--- config.mk ---
export PLATFORM = sky130hd
export DESIGN_NAME = nibble_serial_adder
export DESIGN_NICKNAME = d
export VERILOG_FILES = /design/src/rtl/nibble_serial_adder.sv
export SDC_FILE = /design/constraint.sdc
export NUM_CORES = 1
export LEC_CHECK = 0
export CAP_MARGIN = 20
export CORE_AREA = 2 2 77 79
export DETAILED_ROUTE_END_ITERATION = 10
export DIE_AREA = 0 0 79 81
export HOLD_SLACK_MARGIN = 0.15
export PLACE_DENSITY = 0.81
export SLEW_MARGIN = 0
export SYNTH_ARGS = -nofsm -noshare
export SYNTH_HDL_FRONTEND = slang
export SYNTH_SLANG_ARGS = --single-unit
export TNS_END_PERCENT = 5
--- constraint.sdc ---
create_clock -name clk -period 6.1 [get_ports clk]
set_clock_uncertainty 0.15 [all_clocks]
set_input_delay 1.22 -clock clk [delete_from_list [all_inputs] [get_ports clk]]
set_output_delay 1.22 -clock clk [all_outputs]
set_load 0.1 [all_outputs]
--- src/rtl/nibble_serial_adder.sv ---
// Serial adder: processes one 4-bit slice per clock, LSB first, with a rippled carry register.
// Optional macro NIBBLE_SERIAL_OVF_EN adds a signed-overflow output (ovf).
module nibble_serial_adder #(
    parameter int NIBBLES = 4
) (
    input  logic                 clk,
    input  logic                 rst,
    input  logic                 start,
    input  logic [4*NIBBLES-1:0] a,
    input  logic [4*NIBBLES-1:0] b,
    input  logic                 cin,
    output logic [4*NIBBLES-1:0] sum,
    output logic                 cout,
    output logic                 busy,
    output logic                 done
`ifdef NIBBLE_SERIAL_OVF_EN
    ,
    output logic                 ovf
`endif
);
    localparam int W  = 4 * NIBBLES;
    localparam int CW = (NIBBLES > 1) ? $clog2(NIBBLES) : 1;

    typedef enum logic [1:0] {IDLE, RUN, DONE} state_t;

    state_t          state_q, state_d;
    logic [W-1:0]    a_q, a_d, b_q, b_d;
    logic [W-1:0]    acc_q, acc_d;
    logic [W-1:0]    sum_q, sum_d;
    logic            carry_q, carry_d;
    logic            cout_q, cout_d;
    logic [CW-1:0]   cnt_q, cnt_d;
    logic [3:0]      an, bn;
    logic [4:0]      slice;
`ifdef NIBBLE_SERIAL_OVF_EN
    logic            ovf_q, ovf_d;
    logic [3:0]      low3;
`endif

    always_ff @(posedge clk) begin
        if (rst) begin
            state_q <= IDLE;
            a_q     <= '0;
            b_q     <= '0;
            acc_q   <= '0;
            sum_q   <= '0;
            carry_q <= 1'b0;
            cout_q  <= 1'b0;
            cnt_q   <= '0;
`ifdef NIBBLE_SERIAL_OVF_EN
            ovf_q   <= 1'b0;
`endif
        end else begin
            state_q <= state_d;
            a_q     <= a_d;
            b_q     <= b_d;
            acc_q   <= acc_d;
            sum_q   <= sum_d;
            carry_q <= carry_d;
            cout_q  <= cout_d;
            cnt_q   <= cnt_d;
`ifdef NIBBLE_SERIAL_OVF_EN
            ovf_q   <= ovf_d;
`endif
        end
    end

    always_comb begin
        state_d = state_q;
        a_d     = a_q;
        b_d     = b_q;
        acc_d   = acc_q;
        sum_d   = sum_q;
        carry_d = carry_q;
        cout_d  = cout_q;
        cnt_d   = cnt_q;
        an      = '0;
        bn      = '0;
`ifdef NIBBLE_SERIAL_OVF_EN
        ovf_d   = ovf_q;
`endif
        for (int i = 0; i < NIBBLES; i++) begin
            if (cnt_q == CW'(i)) begin
                an = a_q[4*i +: 4];
                bn = b_q[4*i +: 4];
            end
        end
        slice = {1'b0, an} + {1'b0, bn} + {4'b0000, carry_q};
`ifdef NIBBLE_SERIAL_OVF_EN
        // bit 3 of low3 is the carry into the slice MSB
        low3  = {1'b0, an[2:0]} + {1'b0, bn[2:0]} + {3'b000, carry_q};
`endif

        case (state_q)
            IDLE, DONE: begin
                if (start) begin
                    a_d     = a;
                    b_d     = b;
                    carry_d = cin;
                    cnt_d   = '0;
                    state_d = RUN;
                end else begin
                    state_d = IDLE;
                end
            end
            RUN: begin
                for (int i = 0; i < NIBBLES; i++) begin
                    if (cnt_q == CW'(i)) acc_d[4*i +: 4] = slice[3:0];
                end
                carry_d = slice[4];
                cnt_d   = cnt_q + CW'(1);
                if (cnt_q == CW'(NIBBLES - 1)) begin
                    sum_d   = acc_d;
                    cout_d  = slice[4];
                    cnt_d   = '0;
                    state_d = DONE;
`ifdef NIBBLE_SERIAL_OVF_EN
                    ovf_d   = low3[3] ^ slice[4];
`endif
                end
            end
            default: state_d = IDLE;
        endcase
    end

    assign sum  = sum_q;
    assign cout = cout_q;
    assign busy = (state_q == RUN);
    assign done = (state_q == DONE);
`ifdef NIBBLE_SERIAL_OVF_EN
    assign ovf  = ovf_q;
`endif

endmodule

run_1/logic_types.png
Bar = 20 µm.
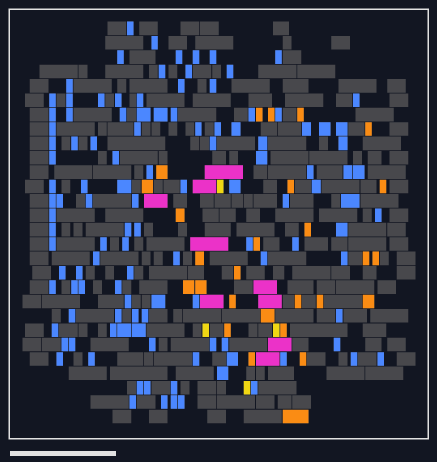
Key: adder and majority cells = magenta [cells 9]; NAND gates = blue [cells 116, where all over the die]; NOR gates = orange [cells 27]; inverters = yellow [cells 4]

run_1/clk_routes.png
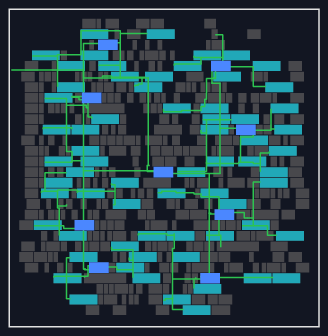
Key: flip-flops = cyan [count 66]; clock drivers = blue [count 9]; clock wires = green [length 772 µm]
There are 10 routed clock nets. Position of the flops: all over the die.

run_1/sizes.png
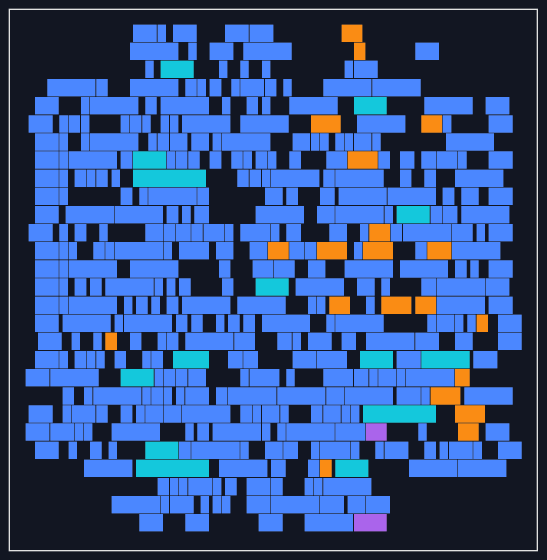
Key: _6 and larger = cyan [cells 14, share 3.4%]; _0 and _1 cells = blue [cells 370, share 91%]; _2 cells = orange [cells 20, share 4.9%]; _3 and _4 cells = purple [cells 2, share 0.49%]

==> notes.md, run 1 <==
Physical implementation

The number of cell instances after yosys synthesis is 366. The script logs the ratio of routed vias to standard cells as 5.299. The proportion of final cell area spent on non-clock buffers is 0.1530.

The power share of the sequential group is 0.448. In this run, the synthesized area fraction spent on adder and majority cells is recorded as 0.04241. The number of sinks handled by clock tree synthesis is 66. The xor and xnor area share after synthesis is 0.002911. The region available for standard cell placement spans 5675 µm².

The warning tally printed by Yosys for this design is 0. The final net count is 446. The register cell area after layout is 1321 µm². Total global-route track usage over all layers is 0.2128. The sequential share of cell area is 0.3542.

The peak clock frequency supported by timing is 0.2803 GHz. After layout, the inverter instance count without clock inverters stands at 4. Routing resource usage on met1 recorded by global route was 0.2551. The die extent in y is 81 µm. Of the total power, the clock network draws 0.421. The die is 79 µm wide. OpenSTA, run right after detailed placement, puts the worst setup slack at 2.561 ns. The iteration-0 DRC count of the detailed router is 184. Gates resized during post-CTS repair numbered 0. The dominant delay contributor by cell family on the critical path is adder cells. The mapped netlist covers 3009 µm².

At the end of the flow the core is filled with cells to 0.6572. The count of filler cells inserted in the layout is 508. The clock network consumes a total of 0.000431 W. After layout, the minimum clock period comes to 3.568 ns. The number of cells on the worst reg-to-reg path is 13. Of all cell types, the one taking the most synthesized area is sky130_fd_sc_hd__dfxtp_1. The path with the worst hold slack has its endpoint at sum[15]$_SDFFE_PP0P_. The overall die size recorded for this design is 6399 µm². The part of the power in combinational logic is 0.131. Per the layout area report, the combinational gate area comes to 1496 µm². The launching point of the worst reg2reg path is cnt_q[1]$_SDFFE_PP0P_. For this run, the leading register cell type out of synthesis is sky130_fd_sc_hd__dfxtp_1. The startpoint of the worst hold path is sum[15]$_SDFFE_PP0P_.

Endpoints with negative setup slack in the final report add up to 0. Walking the critical path from launch to capture passes 13 cell instances. The share of the yosys chip area belonging to registers is 0.4391. The arrival time reported for the critical path endpoint is 3.62 ns. The wire length on met2 is 3137 µm. Per the layout area report, the combinational fraction of cell area is 0.4012. The async set-or-reset flop fraction in the synthesized netlist is 0. The insertion delay to the later sink of the worst-skew pair is 0.35 ns. The global-route congestion overflow total is 0. The dominant non-sequential cell family after synthesis is simple AND/OR/NAND/NOR gates. The detailed-route wire length is 6398 µm. Power attributed to sequential cells is 0.000459 W. The cell class with the largest area share is combinational gates.

The uppermost layer routed is met4. The stage logs contain a warning count of 29. The required time at the worst-slack endpoint is 6.15 ns. The flow ran to the end, and the final reports show no timing, DRC or antenna violations. The wire-length estimate of the detail-placed layout is 4340 µm.

Per STA, the startpoint of the critical path is cnt_q[1]$_SDFFE_PP0P_. The first-pass GRT wire length is 10550 µm. Sequential cells placed in the final layout were counted as 66. In the hold timing report, the worst path depth is 2. The worst-margin pin slew is 0.9708 ns. The layout summary lists the proportion of cells stronger than drive strength 1 as 0.08867. Yosys mapped the design onto 41 distinct sky130hd cell types.

The final antenna-violating net count is 0. The number of enable-type register cells in the synthesized netlist is 0. The post-route fraction of the period consumed by the critical path is 0.5849.

The peak ir drop on the vdd network is 146.5 µV. The highest-power group is sequential cells. The CTS tree is built. The H-tree level count is 3. The total count of max-transition violations in the final report is 0. The category of the worst setup path capture point is a flip-flop.

The number of nets handed over by synthesis was 411. The total I/O pin count is 55. For met3 alone, demand over resource in global routing was 0.04333. The post-CTS hold buffer count recorded in the log is 0. The tree is rooted in a sky130_fd_sc_hd__clkbuf_8. The largest net degree at the start of global routing is 35.

The first-pass iteration count of the detailed router is 4. The most used standard cell by instance count after synthesis is sky130_fd_sc_hd__nand2_1. The report lists the number of standard-cell rows as 28. Ranked by instance count, the synthesized netlist is headed by sky130_fd_sc_hd__nand2_1 (95), sky130_fd_sc_hd__dfxtp_1 (66), sky130_fd_sc_hd__a21oi_1 (57). The largest fanout of any net on the critical path is 24. The setup slack of the most critical reg-to-reg path is 2.53 ns. Global routing put the most usage on met2.
run_1/congestion.png
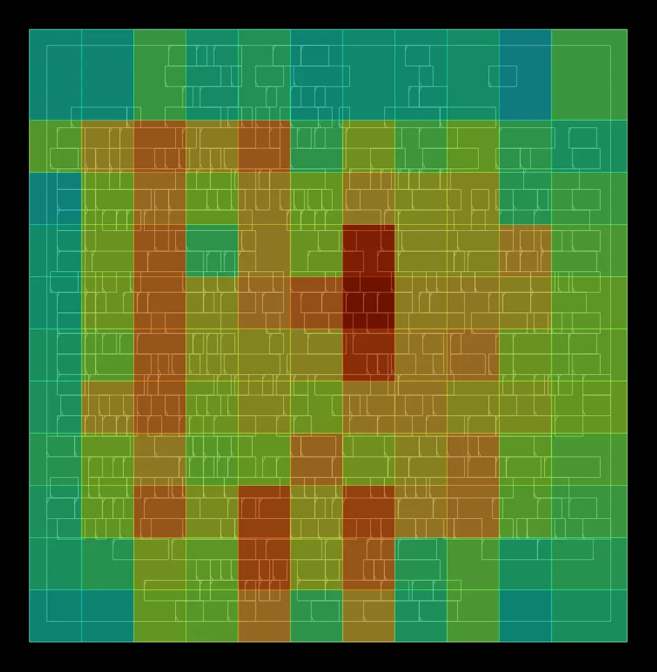

==> run 2, diff against run 1 <==
- CORE_AREA: 2 2 77 79 -> 2 2 84 86
- DIE_AREA: 0 0 79 81 -> 0 0 86 88
- PLACE_DENSITY: 0.81 -> 0.72
- clock period: 6.1 -> 2.9 ns (I/O delays scaled with it)
run_2/congestion.png
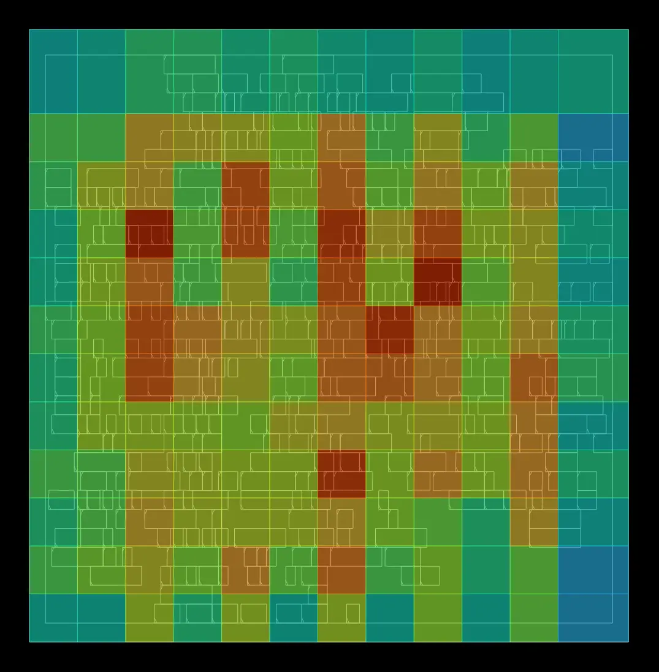
Final Core Density: 0.5695
post-DR wirelength/cell: 12.81 µm
most used routing layer: met2
total track usage: 0.1857

run_2/layer_met3.png
Cells faint in the background.
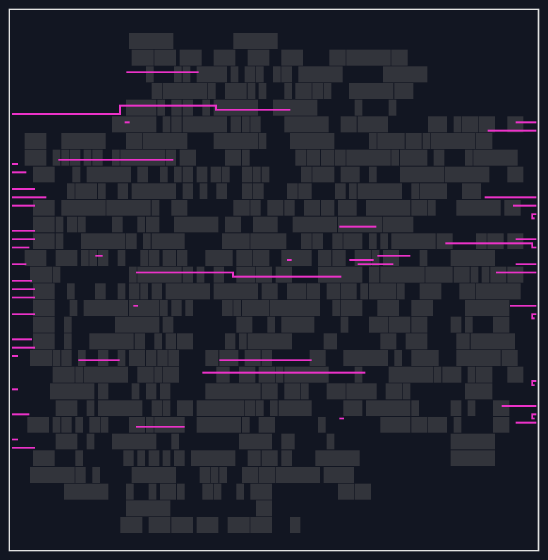
The layer holds 4.8% of the routed length. The longest straight run is 26.2 µm.
total wire length: 6454 µm
detailed-route via count: 2569
GR Util met3: 0.05467

run_2/sizes.png
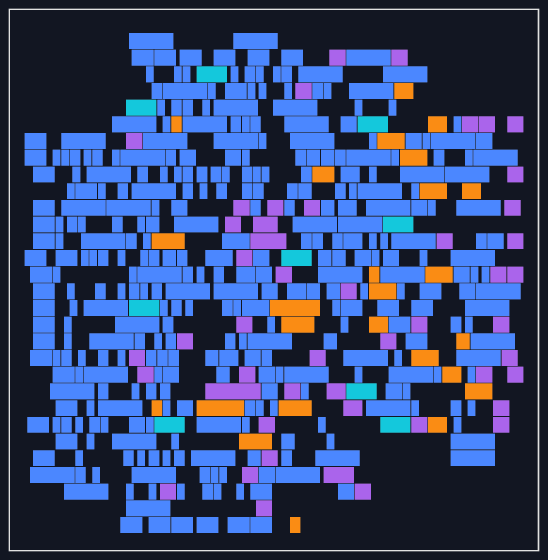
Key: _0 and _1 cells = blue [cells 342, share 81%]; _2 cells = orange [cells 25, share 5.9%]; _6 and larger = cyan [cells 9, share 2.1%]; _3 and _4 cells = purple [cells 48, share 11%]
final std cell area, no fill: 3784 µm²
area added between synthesis and finish: 25.74%
crit path setup slack, layout: 0.1523 ns
Repair and plain buffers: 74

==> notes.md, run 2 <==
Physical implementation

The post-synth net total is 411 (unchanged). The sequential power came to 0.000966 W (was 0.000459 W). The wire length on met2 was 3025 µm (was 3137 µm). The number of stages on the worst hold path is 2 (unchanged). The cell taking the most area after synthesis was sky130_fd_sc_hd__dfxtp_1 (unchanged). The post-layout minimum cycle time was 2.748 ns (was 3.568 ns). The proportion of final cell area spent on non-clock buffers is 0.1687 (was 0.1530).

The peak clock frequency supported by timing came to 0.3639 GHz (was 0.2803 GHz). The startpoint of the worst hold path is a_q[0]$_SDFFE_PP0P_ (was sum[15]$_SDFFE_PP0P_). The critical path startpoint is cnt_q[0]$_SDFFE_PP0P_ (was cnt_q[1]$_SDFFE_PP0P_).

The global-route met1 utilization is 0.2232 (was 0.2551). The power density relative to cell area is 513.1 nW/µm² (was 274.7 nW/µm²). The post-route DRC violation count is 0 (unchanged). The launching point of the worst reg2reg path is cnt_q[0]$_SDFFE_PP0P_ (was cnt_q[1]$_SDFFE_PP0P_). The insertion delay to the later sink of the worst-skew pair is 0.35 ns (about the same). The number of buffers added on ports is 54 (unchanged). The required time at the worst-slack endpoint is 2.97 ns (was 6.15 ns). The setup slack of the most critical reg-to-reg path was 0.15 ns (was 2.53 ns). The category of the worst setup path capture point is a flip-flop (unchanged). The number of sinks handled by clock tree synthesis is 66 (unchanged). The register cell area after layout was 1323 µm² (was 1321 µm²).

The final antenna-violating net count is 0 (unchanged). The power drawn by the clock network came to 0.000667 W (was 0.000431 W). The final net count is 464 (was 446).

The cell class with the largest area share is combinational gates (unchanged). The horizontal die dimension is 86 µm (was 79 µm). The arrival time reported for the critical path endpoint came to 2.82 ns (was 3.62 ns). The first-pass iteration count of the detailed router is 4 (unchanged).

The Yosys warning count came to 0 (unchanged). The final-layout setup total negative slack is 0 ns (unchanged). The most used standard cell by instance count after synthesis is sky130_fd_sc_hd__nand2_1 (unchanged). The cell area after synthesis is 3009 µm² (unchanged). The largest fanout of any net on the critical path is 10 (was 24). Synth top cells by count: sky130_fd_sc_hd__nand2_1 (95), sky130_fd_sc_hd__dfxtp_1 (66), sky130_fd_sc_hd__a21oi_1 (57) (unchanged).

The dominant delay contributor by cell family on the critical path is adder cells (unchanged). The hold-fix buffer count after cts was 0 (unchanged). The post-detailed-placement cell area came to 3571 µm² (was 3482 µm²). The H-tree level count was 3 (unchanged). The total I/O pin count was 55 (unchanged). The count of tool warnings is 30 (was 29). The uppermost layer routed is met4 (unchanged). The dominant non-sequential cell family after synthesis is simple AND/OR/NAND/NOR gates (unchanged). The number of cell instances after yosys synthesis is 366 (unchanged). The async set-or-reset flop fraction in the synthesized netlist is 0 (unchanged).

The via count of the first global-routing pass is 2465 (was 2351). The mean instance size in the synthesized netlist was 8.222 µm² (unchanged). The area of combinational cells with multiple inputs is 1538 µm² (was 1496 µm²).

The highest-power group is sequential cells (unchanged). The share of post-route cells with drive strength above 1 is 0.1934 (was 0.08867). The die extent in y is 88 µm (was 81 µm). The part of the power in combinational logic came to 0.159 (was 0.131).

The worst setup slack after placement came to -0.05522 ns (was 2.561 ns). The clock group share of total power is 0.344 (was 0.421). The dominant register cell is sky130_fd_sc_hd__dfxtp_1 (unchanged).

The area of the core was 6644 µm² (was 5675 µm²). The global-route congestion overflow total came to 0 (unchanged). The power share of the sequential group came to 0.498 (was 0.448). The CTS tree is built (unchanged). The count of filler cells inserted in the layout came to 641 (was 508).

The HPWL reported at the end of detailed placement is 4652 µm (was 4340 µm). The final count of negative-setup-slack endpoints was 0 (unchanged). The post-route fraction of the period consumed by the critical path is 0.9475 (was 0.5849). Top post-synthesis cells by area: sky130_fd_sc_hd__dfxtp_1 (44%), sky130_fd_sc_hd__nand2_1 (12%), sky130_fd_sc_hd__a21oi_1 (9.5%) (unchanged). The depth of the most critical reg-to-reg path is 11 (was 13). The clock buffer count in the final layout is 9 (was 10). The number of enable-type register cells in the synthesized netlist is 0 (unchanged). The number of standard-cell rows in the floorplan is 30 (was 28).

The count of unique library cells instantiated by Yosys is 41 (unchanged). The root cell of the clock tree is sky130_fd_sc_hd__clkbuf_8 (unchanged). The fraction of area in multi-input gates is 0.4064 (was 0.4012). The destination of the worst hold path was a_q[0]$_SDFFE_PP0P_ (was sum[15]$_SDFFE_PP0P_). The total count of max-transition violations in the final report was 0 (unchanged). The peak ir drop on the vdd network is 250.1 µV (was 146.5 µV).

The share of the yosys chip area belonging to registers came to 0.4391 (unchanged). The first-pass GRT wire length is 10900 µm (was 10550 µm). The cell count along the critical path came to 11 (was 13). The iteration-0 DRC count of the detailed router came to 110 (was 184). The number of gates resized after cts is 3 (was 0). Run status: finished, final reports clean (unchanged). The sequential share of cell area was 0.3495 (was 0.3542). The post-synthesis share of cell area spent on full adders, half adders and majority gates is 0.04241 (unchanged). The xor and xnor area share after synthesis is 0.002911 (unchanged). The count of sequential standard cells came to 66 (unchanged). The layout inverter count without the clock tree came to 4 (unchanged). The largest net degree at the start of global routing is 34 (was 35). The non-filler instance count after layout is 504 (was 481). The area fraction in compound gates after synthesis came to 0.2062 (unchanged). The area enclosed by the die boundary is 7568 µm² (was 6399 µm²). The via density per instance came to 5.097 (was 5.299).

The worst-margin pin slew is 0.5479 ns (was 0.9708 ns).
No activity file was given, so power comes from the tool's default toggle rates.
